==> run_1/sizing.png <==
Drawn at 6 px/um.
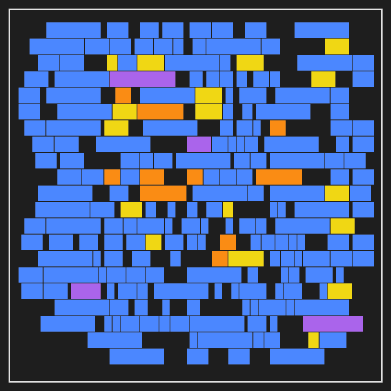
==> run_1/congestion_map.png <==
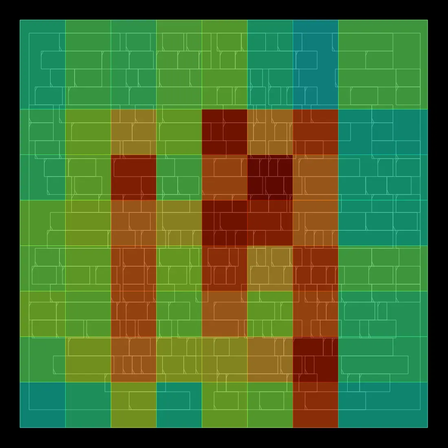
==> run_1/m1.png <==
Drawn at 8 px/um.
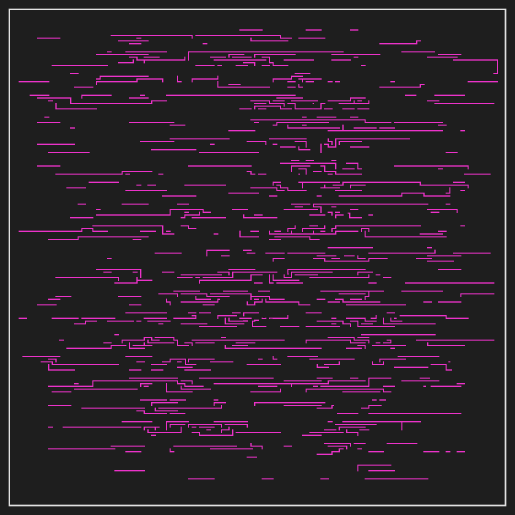
==> src/rtl/t_counter_pkg.sv <==
// Shared opcodes, FSM state type and command helpers for the T-counter sequencer.
package t_counter_pkg;

    localparam logic [1:0] OP_STOP     = 2'b00;
    localparam logic [1:0] OP_ONESHOT  = 2'b01;
    localparam logic [1:0] OP_PERIODIC = 2'b10;
    localparam logic [1:0] OP_ABORT    = 2'b11;

    typedef enum logic [1:0] {
        StIdle,
        StArm,
        StRun,
        StDone
    } state_e;

    function automatic logic is_start(input logic [1:0] op);
        return (op == OP_ONESHOT) || (op == OP_PERIODIC);
    endfunction

endpackage

==> src/rtl/t_counter_ctrl_if.sv <==
// Command handshake and status bundle between a host and the T-counter sequencer.
interface t_counter_ctrl_if #(
    parameter int unsigned WIDTH      = 8,
    parameter int unsigned PRESCALE_W = 8
) ();

    logic                  cmd_valid;
    logic                  cmd_ready;
    logic [1:0]            cmd_op;
    logic [WIDTH-1:0]      cmd_limit;
    logic [PRESCALE_W-1:0] cmd_prescale;
    logic [WIDTH-1:0]      count;
    logic                  busy;
    logic                  done;
    logic                  cmd_err;

    modport master (
        output cmd_valid, cmd_op, cmd_limit, cmd_prescale,
        input  cmd_ready, count, busy, done, cmd_err
    );

    modport slave (
        input  cmd_valid, cmd_op, cmd_limit, cmd_prescale,
        output cmd_ready, count, busy, done, cmd_err
    );

endinterface

==> src/rtl/t_counter_core.sv <==
// WIDTH-bit up-counter built from T flip-flops with synchronous clear.
module t_counter_core #(
    parameter int unsigned WIDTH = 8
) (
    input  logic             clk_i,
    input  logic             rst_ni,
    input  logic             clr_i,
    input  logic             en_i,
    output logic [WIDTH-1:0] q_o
);

    logic [WIDTH-1:0] q_q;
    logic [WIDTH-1:0] q_d;
    logic [WIDTH-1:0] t;

    // Bit i toggles only when enabled and every lower bit is set.
    assign t[0] = en_i;
    for (genvar i = 1; i < WIDTH; i++) begin : g_toggle
        assign t[i] = en_i & (&q_q[i-1:0]);
    end

    assign q_d = clr_i ? '0 : (q_q ^ t);

    always_ff @(posedge clk_i or negedge rst_ni) begin
        if (!rst_ni) begin
            q_q <= '0;
        end else begin
            q_q <= q_d;
        end
    end

    assign q_o = q_q;

endmodule

==> src/rtl/t_counter_ctrl.sv <==
// Command-driven sequencer: FSM, command latches and prescaler driving the T-counter core.
module t_counter_ctrl
    import t_counter_pkg::*;
#(
    parameter int unsigned WIDTH      = 8,
    parameter int unsigned PRESCALE_W = 8
) (
    input  logic            clk_i,
    input  logic            rst_ni,
    t_counter_ctrl_if.slave bus_io
);

    state_e                state_q;
    logic [WIDTH-1:0]      limit_q;
    logic [PRESCALE_W-1:0] prescale_q;
    logic [PRESCALE_W-1:0] psc_q;
    logic                  periodic_q;
    logic                  done_q;
    logic                  cmd_err_q;

    logic [WIDTH-1:0] count;
    logic             ready;
    logic             accept;
    logic             stop_cmd;
    logic             abort_cmd;
    logic             tick;
    logic             at_limit;
    logic             cnt_clr;
    logic             cnt_en;

    assign ready     = (state_q != StArm);
    assign accept    = bus_io.cmd_valid & ready;
    assign stop_cmd  = accept & (bus_io.cmd_op == OP_STOP);
    assign abort_cmd = accept & (bus_io.cmd_op == OP_ABORT);
    assign tick      = (psc_q == prescale_q);
    assign at_limit  = (count == limit_q);

    // An accepted STOP/ABORT pre-empts a coincident terminal tick.
    always_comb begin
        cnt_clr = 1'b0;
        cnt_en  = 1'b0;
        case (state_q)
            StIdle, StDone: cnt_clr = abort_cmd;
            StArm:          cnt_clr = 1'b1;
            StRun: begin
                if (abort_cmd) begin
                    cnt_clr = 1'b1;
                end else if (!stop_cmd && tick) begin
                    if (!at_limit) begin
                        cnt_en = 1'b1;
                    end else begin
                        cnt_clr = periodic_q;
                    end
                end
            end
            default: ;
        endcase
    end

    always_ff @(posedge clk_i or negedge rst_ni) begin
        if (!rst_ni) begin
            state_q    <= StIdle;
            limit_q    <= '0;
            prescale_q <= '0;
            psc_q      <= '0;
            periodic_q <= 1'b0;
            done_q     <= 1'b0;
            cmd_err_q  <= 1'b0;
        end else begin
            done_q    <= 1'b0;
            cmd_err_q <= 1'b0;
            case (state_q)
                StIdle, StDone: begin
                    if (accept && is_start(bus_io.cmd_op)) begin
                        limit_q    <= bus_io.cmd_limit;
                        prescale_q <= bus_io.cmd_prescale;
                        periodic_q <= (bus_io.cmd_op == OP_PERIODIC);
                        state_q    <= StArm;
                    end
                end
                StArm: begin
                    psc_q   <= '0;
                    state_q <= StRun;
                end
                StRun: begin
                    if (stop_cmd || abort_cmd) begin
                        state_q <= StIdle;
                    end else begin
                        psc_q <= tick ? '0 : psc_q + 1'b1;
                        // Only a start opcode can be left over here; it is rejected.
                        if (accept) begin
                            cmd_err_q <= 1'b1;
                        end
                        if (tick && at_limit) begin
                            done_q <= 1'b1;
                            if (!periodic_q) begin
                                state_q <= StDone;
                            end
                        end
                    end
                end
                default: state_q <= StIdle;
            endcase
        end
    end

    t_counter_core #(
        .WIDTH(WIDTH)
    ) u_core (
        .clk_i (clk_i),
        .rst_ni(rst_ni),
        .clr_i (cnt_clr),
        .en_i  (cnt_en),
        .q_o   (count)
    );

    assign bus_io.cmd_ready = ready;
    assign bus_io.count     = count;
    assign bus_io.busy      = (state_q == StArm) || (state_q == StRun);
    assign bus_io.done      = done_q;
    assign bus_io.cmd_err   = cmd_err_q;

endmodule
==> src/flat_wrapper.sv <==
// flat-port wrapper written by rule: the top's interface ports become plain ports
module t_counter_ctrl_flat import t_counter_pkg::*;
#(
    parameter int unsigned WIDTH      = 8,
    parameter int unsigned PRESCALE_W = 8
)
  (clk_i, rst_ni, bus_io_cmd_valid, bus_io_cmd_op, bus_io_cmd_limit, bus_io_cmd_prescale, bus_io_cmd_ready, bus_io_count, bus_io_busy, bus_io_done, bus_io_cmd_err);
  t_counter_ctrl_if #(.WIDTH(WIDTH), .PRESCALE_W(PRESCALE_W)) bus_io_i ();
  input  logic clk_i;
  input  logic rst_ni;
  input wire logic [$bits(bus_io_i.cmd_valid)-1:0] bus_io_cmd_valid;
  input wire logic [$bits(bus_io_i.cmd_op)-1:0] bus_io_cmd_op;
  input wire logic [$bits(bus_io_i.cmd_limit)-1:0] bus_io_cmd_limit;
  input wire logic [$bits(bus_io_i.cmd_prescale)-1:0] bus_io_cmd_prescale;
  output wire logic [$bits(bus_io_i.cmd_ready)-1:0] bus_io_cmd_ready;
  output wire logic [$bits(bus_io_i.count)-1:0] bus_io_count;
  output wire logic [$bits(bus_io_i.busy)-1:0] bus_io_busy;
  output wire logic [$bits(bus_io_i.done)-1:0] bus_io_done;
  output wire logic [$bits(bus_io_i.cmd_err)-1:0] bus_io_cmd_err;
  assign bus_io_i.cmd_valid = bus_io_cmd_valid;
  assign bus_io_i.cmd_op = bus_io_cmd_op;
  assign bus_io_i.cmd_limit = bus_io_cmd_limit;
  assign bus_io_i.cmd_prescale = bus_io_cmd_prescale;
  assign bus_io_cmd_ready = bus_io_i.cmd_ready;
  assign bus_io_count = bus_io_i.count;
  assign bus_io_busy = bus_io_i.busy;
  assign bus_io_done = bus_io_i.done;
  assign bus_io_cmd_err = bus_io_i.cmd_err;
  t_counter_ctrl #(.WIDTH(WIDTH), .PRESCALE_W(PRESCALE_W)) u_core (.clk_i(clk_i), .rst_ni(rst_ni), .bus_io(bus_io_i));
endmodule
==> config.mk <==
export PLATFORM = sky130hd
export DESIGN_NAME = t_counter_ctrl_flat
export DESIGN_NICKNAME = d
export VERILOG_FILES = /design/src/rtl/t_counter_pkg.sv /design/src/rtl/t_counter_ctrl_if.sv /design/src/rtl/t_counter_core.sv /design/src/rtl/t_counter_ctrl.sv /design/src/flat_wrapper.sv
export SDC_FILE = /design/constraint.sdc
export NUM_CORES = 1
export LEC_CHECK = 0
export CAP_MARGIN = 10
export CORE_UTILIZATION = 57
export DETAILED_ROUTE_END_ITERATION = 10
export GPL_TIMING_DRIVEN = 0
export HOLD_SLACK_MARGIN = 0.08
export PLACE_DENSITY_LB_ADDON = 0.08
export SLEW_MARGIN = 20
export SYNTH_ARGS = -nofsm -noshare
export SYNTH_HDL_FRONTEND = slang
export SYNTH_SLANG_ARGS = --single-unit
==> constraint.sdc <==
create_clock -name clk_i -period 6 [get_ports clk_i]
set_clock_uncertainty 0.15 [all_clocks]
set_input_delay 1.2 -clock clk_i [delete_from_list [all_inputs] [get_ports clk_i]]
set_output_delay 1.2 -clock clk_i [all_outputs]
set_load 0.03 [all_outputs]
==> impl_metrics.json, run 1 <==
{
  "wl_met1_um": 1730,
  "clk_share_pct": 3.51,
  "combPwrFrac_pct": 43.6,
  "die_h_um": 61.8,
  "hold_ws_ns": 0.375,
  "clk_pin_slew_ns": 0.11,
  "post_layout_nonfiller_instances": 268,
  "design_power_total_uw": 989,
  "slowest_stage": "clkdlybuf4s50_1",
  "crit_fanout": 8,
  "synth.distinct_cells": 42,
  "ys_area_mm2": 0.00204,
  "n_antenna_cell": 0,
  "startpoint": "u_core.state_q[0]",
  "layout-drive-gt1-share_pct": 14.0,
  "compound_area_share_pct": 14.9,
  "nNonClkInverters": 8,
  "cp-end-kind": "output pin",
  "gp_congestion": 0.838,
  "total_leakage_power_uw": 0.00106,
  "wl_met2_um": 1980,
  "antenna_left": 0,
  "fp_nets": 209,
  "powerComb_uw": 431,
  "top_cells_by_area": "dfrtp_1 (45%), xnor2_1 (7.3%), mux2_1 (5.5%)",
  "tapCellCount": 46,
  "hold_end": "u_core.prescale_q[7]",
  "syn_inst": 181,
  "grt_pass1_wl_um": 6180,
  "common_cells": "dfrtp_1 (37), xnor2_1 (17), nor2_1 (11), mux2_1 (10)",
  "clk_path_buf_depth": 2,
  "post_cts_buffers": 0,
  "drc_errors": 0,
  "antenna_found_initial": 0,
  "die_area_mm2": 0.00382,
  "io_buffers": 32,
  "clock_latency_ns": 0.33,
  "yosys.area.top_type_share_pct": 45.4,
  "firstDrtPassIters": 4,
  "lay_top_count": "dfrtp_1",
  "rr_endpoint": "u_core.prescale_q[3]",
  "syn-cell-area_mm2": 0.00204,
  "ys_sh_xor_pct": 9.87,
  "peakVddDrop_mv": 0.272,
  "powerClk_uw": 182,
  "r2r_cells": 6,
  "power_density_mw_per_mm2": 391,
  "syn_area_per_cell_um2": 11.3,
  "finalSetupTns_ns": 0,
  "comb_area_mm2": 0.00105,
  "synth_top_cell_by_count": "dfrtp_1",
  "ys.flops": 37,
  "tightest_slew_ns": 0.431,
  "final_util_pct": 74.6,
  "fillers": 223,
  "slew_headroom_pct": 71.1,
  "ys_cells": 181,
  "p_sw_share_pct": 38.6,
  "rr_startpoint": "u_core.state_q[0]",
  "hold_depth": 1,
  "row_count": 21,
  "clock_buffers": 6,
  "dr.max_layer_used": "met4",
  "yosysTopAreaCell": "dfrtp_1",
  "synthTopLogicFamily": "AND-OR/OR-AND gates",
  "hpwl_um": 3040,
  "crit_buf_inv": 4,
  "required_ns": 4.65,
  "cts_buffers": 5,
  "edf_count": 0,
  "critPathLaunchType": "register",
  "overflow": 0,
  "hp-class": "reg2reg",
  "cts-htree-levels": 2,
  "worstPathCellList": "inv_1 > ha_1 > clkbuf_1 > inv_1 > clkdlybuf4s50_1",
  "cts.sinks": 37,
  "flop_area_um2": 926,
  "drt_iter0_drc": 52,
  "drv_cap": 0,
  "status": "finished, final reports clean",
  "slowest_delay_ns": 0.61,
  "switchingPower_uw": 381,
  "cts_hold_buffers": 0,
  "async_flop_share_pct": 100,
  "seq_power_share_pct": 38.0,
  "core_area_mm2": 0.00339,
  "fin_crit_sh_pct": 57.5,
  "vias_per_cell": 5.80,
  "core_util_floorplan_pct": 60.2,
  "cts_resized": 0,
  "max_clock_freq_mhz": 290,
  "ys_sh_adder_pct": 4.29,
  "synth_warnings": 0,
  "hold_viol_final": 0,
  "cpMostUsedCell": "inv_1",
  "worstSetupPathType": "reg2out",
  "sequentialPower_uw": 375,
  "flop_cell": "dfrtp_1",
  "io_pins": 33,
  "nNetsFinal": 249,
  "seq_area_share_pct": 36.6,
  "grt_max_degree": 21,
  "comb_cells": 129,
  "power.share.clock_pct": 18.4,
  "dominant_cells": "combinational gates",
  "min-delay-start": "u_core.prescale_q[7]",
  "setup_violations": 0,
  "path_depth": 5,
  "reg2reg_slack_ns": 3.62,
  "final_cell_mix": "dfrtp_1 (37), clkdlybuf4s50_1 (31), xnor2_1 (17)",
  "power_leader": "combinational cells",
  "ys_seq_share_pct": 45.4,
  "mux_area_share_pct": 9.38,
  "cts_root_buf": "clkbuf_4",
  "arrival_ns": 2.10,
  "cts_tree": "built",
  "rsz0062_at_grt": "no",
  "finalCriticalPeriod_ns": 3.45,
  "crit_family": "buffers and inverters",
  "sh_comb_area_pct": 41.4,
  "finalMaxSlewViolations": 0,
  "die_w_um": 61.8,
  "first_global_vias": 1466,
  "placed_cell_area_mm2": 0.00244,
  "preCtsSetupSlack_ns": 2.52,
  "nonClkBufAreaFrac_pct": 15.0,
  "endpoint": "bus_io_busy",
  "placedCellCount": 260,
  "p_int_uw": 607,
  "yosys.area_share.simple_pct": 12.9,
  "tool_warnings": 29,
  "ff_count": 37,
  "grt_util_met3_pct": 5.80,
  "wl_met3_um": 252
}
Back to the opening pictures, sizing.png:
Purple shows x6 and larger, cells 4, share 1.8%. Yellow shows x2, cells 17, share 7.7%. Blue shows x1 and smaller, cells 191, share 86%. Orange shows x3 and x4, cells 10, share 4.5%.
Layout Area Growth over Synthesis: 24.0%
bufs w/o clock: 40
final instance area: 0.00253 mm^2
final setup margin: 2.55 ns

Back to the opening pictures, congestion_map.png:
met1 usage: 25.3%
GR Util All Layers: 22.8%
Top Usage Layer GRT: met2
wire per inst: 15.1 um
met2 Use GR: 41.3%

Back to the opening pictures, m1.png:
The longest straight run is 19.3 um. The layer holds 43% of the routed length.
Routed WL: 4060 um
total number of vias: 1,554

==> run_1/closeup.png <==
Window x 3 to 28, y 34 to 59 um. Cells in gray, sequential cells in the stronger gray; small squares are vias.
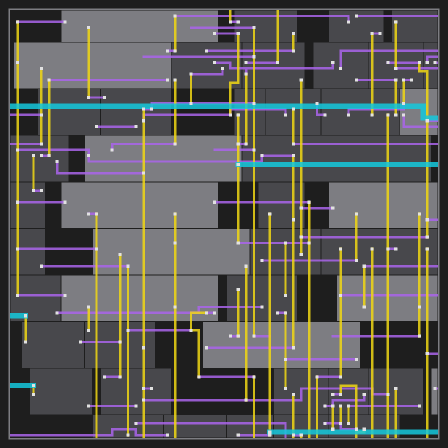

==> inputs of run 2 (changes only) <==
--- a/config.mk
+++ b/config.mk
@@ -6,7 +6,7 @@
 export NUM_CORES = 1
 export LEC_CHECK = 0
 export CAP_MARGIN = 10
-export CORE_UTILIZATION = 57
+export CORE_UTILIZATION = 48
 export DETAILED_ROUTE_END_ITERATION = 10
 export GPL_TIMING_DRIVEN = 0
 export HOLD_SLACK_MARGIN = 0.08
==> constraint.sdc (replaced) <==
create_clock -name clk_i -period 3.02 [get_ports clk_i]
set_clock_uncertainty 0.15 [all_clocks]
set_input_delay 0.604 -clock clk_i [delete_from_list [all_inputs] [get_ports clk_i]]
set_output_delay 0.604 -clock clk_i [all_outputs]
set_load 0.03 [all_outputs]
==> run_2/closeup.png <==
Window x 4 to 29, y 38 to 63 um. Cells in gray, sequential cells in the stronger gray; small squares are vias.
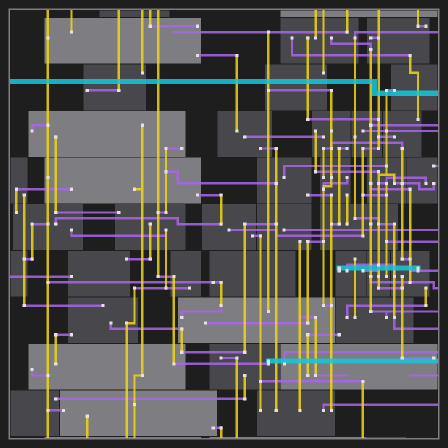
Yellow shows M2. Cyan shows M3. Purple shows M1.
Netlist names of flops here include `u_core.limit_q` (4), `u_core.u_core.q_o` (2). 36 logic cells have their middle in the window. Sequential cells in the window: 7. Most frequent: dfrtp_1 (7), clkdlybuf4s50_1 (6), xnor2_1 (4).

==> run_2/sizing.png <==
Drawn at 6 px/um.
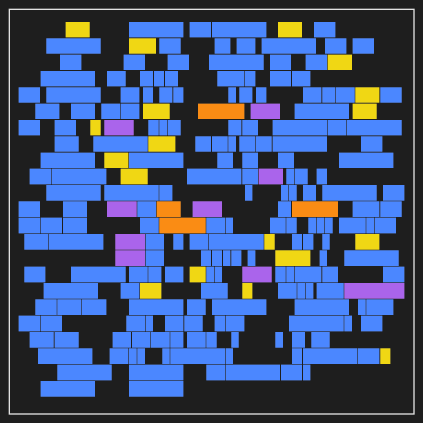
Yellow shows x2, cells 18, share 8.1%. Blue shows x1 and smaller, cells 191, share 86%. Orange shows x3 and x4, cells 4, share 1.8%. Purple shows x6 and larger, cells 9, share 4.1%.
final instance area: 0.00255 mm^2
Layout Area Growth over Synthesis: 24.8%
final setup margin: 0.205 ns

==> run_2/m1.png <==
Drawn at 8 px/um.
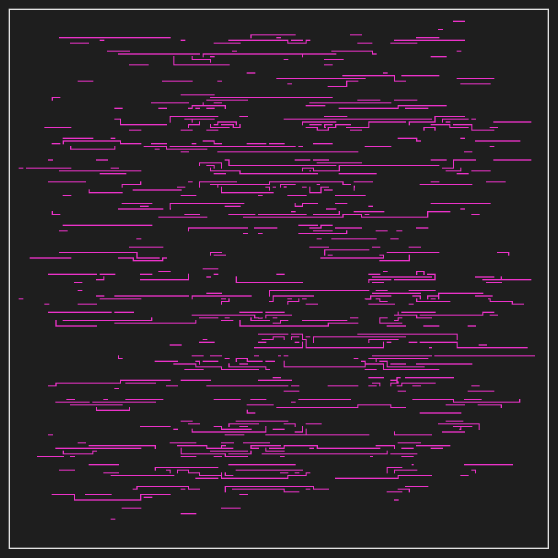
The longest straight run is 18.4 um. 212 nets have wire on it. The layer holds 43% of the routed length. The layer carries 1,800 um of wire.
met1 usage: 27.0%
Routed WL: 4190 um
total number of vias: 1,559

==> impl_metrics.json, run 2 <==
{
  "status": "finished, final reports clean",
  "switchingPower_uw": 766,
  "slowest_stage": "clkdlybuf4s50_1",
  "clock_latency_ns": 0.28,
  "io_pins": 33,
  "ys_sh_xor_pct": 9.87,
  "overflow": 0,
  "clk_path_buf_depth": 2,
  "tapCellCount": 50,
  "cts_resized": 0,
  "fin_crit_sh_pct": 93.2,
  "tool_warnings": 29,
  "finalCriticalPeriod_ns": 2.82,
  "post_cts_buffers": 0,
  "tightest_slew_ns": 0.460,
  "grt_max_degree": 21,
  "post_layout_nonfiller_instances": 272,
  "syn-cell-area_mm2": 0.00204,
  "finalSetupTns_ns": 0,
  "synth_top_cell_by_count": "dfrtp_1",
  "cpMostUsedCell": "inv_1",
  "signal_buffers": 40,
  "flop_area_um2": 926,
  "vias_per_cell": 5.73,
  "ys.flops": 37,
  "syn_inst": 181,
  "drt_iter0_drc": 126,
  "endpoint": "bus_io_busy",
  "grt_pass1_wl_um": 6870,
  "first_global_vias": 1484,
  "power_leader": "combinational cells",
  "finalMaxSlewViolations": 0,
  "cts_buffers": 5,
  "comb_area_mm2": 0.00105,
  "hold_viol_final": 0,
  "cts_tree": "built",
  "worstPathCellList": "inv_1 > ha_1 > clkbuf_1 > inv_1 > clkdlybuf4s50_1",
  "placed_cell_area_mm2": 0.00245,
  "grt_util_met2_pct": 34.6,
  "row_count": 23,
  "compound_area_share_pct": 14.9,
  "powerComb_uw": 860,
  "grt-busiest-layer": "met2",
  "ff_count": 37,
  "critPathLaunchType": "register",
  "ys_cells": 181,
  "cts.sinks": 37,
  "crit_fanout": 8,
  "wl_met1_um": 1800,
  "p_sw_share_pct": 38.6,
  "die_h_um": 67.2,
  "async_flop_share_pct": 100,
  "total_leakage_power_uw": 0.00107,
  "power_density_mw_per_mm2": 779,
  "clk_pin_slew_ns": 0.07,
  "sh_comb_area_pct": 41.2,
  "clock_buffers": 7,
  "antenna_found_initial": 0,
  "final_util_pct": 63.2,
  "crit_family": "buffers and inverters",
  "core_util_floorplan_pct": 50.7,
  "nNonClkInverters": 8,
  "die_area_mm2": 0.00452,
  "wl_met2_um": 2110,
  "setup_violations": 0,
  "hpwl_um": 3240,
  "fillers": 329,
  "antenna_left": 0,
  "io_buffers": 32,
  "n_antenna_cell": 0,
  "rsz0062_at_grt": "no",
  "design_power_total_uw": 1980,
  "dominant_cells": "combinational gates",
  "yosys.area_share.simple_pct": 12.9,
  "slowest_delay_ns": 0.63,
  "slew_headroom_pct": 69.3,
  "rr_startpoint": "u_core.state_q[0]",
  "fp_nets": 209,
  "required_ns": 2.27,
  "max_clock_freq_mhz": 355,
  "mux_area_share_pct": 9.38,
  "hp-class": "in2async",
  "firstDrtPassIters": 4,
  "nonClkBufAreaFrac_pct": 14.9,
  "placedCellCount": 264,
  "startpoint": "u_core.state_q[0]",
  "clk_share_pct": 3.98,
  "die_w_um": 67.2,
  "ys_sh_adder_pct": 4.29,
  "cts-htree-levels": 2,
  "gp_congestion": 0.795,
  "layout-drive-gt1-share_pct": 14.0,
  "edf_count": 0,
  "drc_errors": 0,
  "final_cell_mix": "dfrtp_1 (37), clkdlybuf4s50_1 (31), xnor2_1 (17)",
  "drt-wirelength-per-cell_um": 15.4,
  "sequentialPower_uw": 747,
  "grt_usage_pct": 20.9,
  "p_int_uw": 1220
}
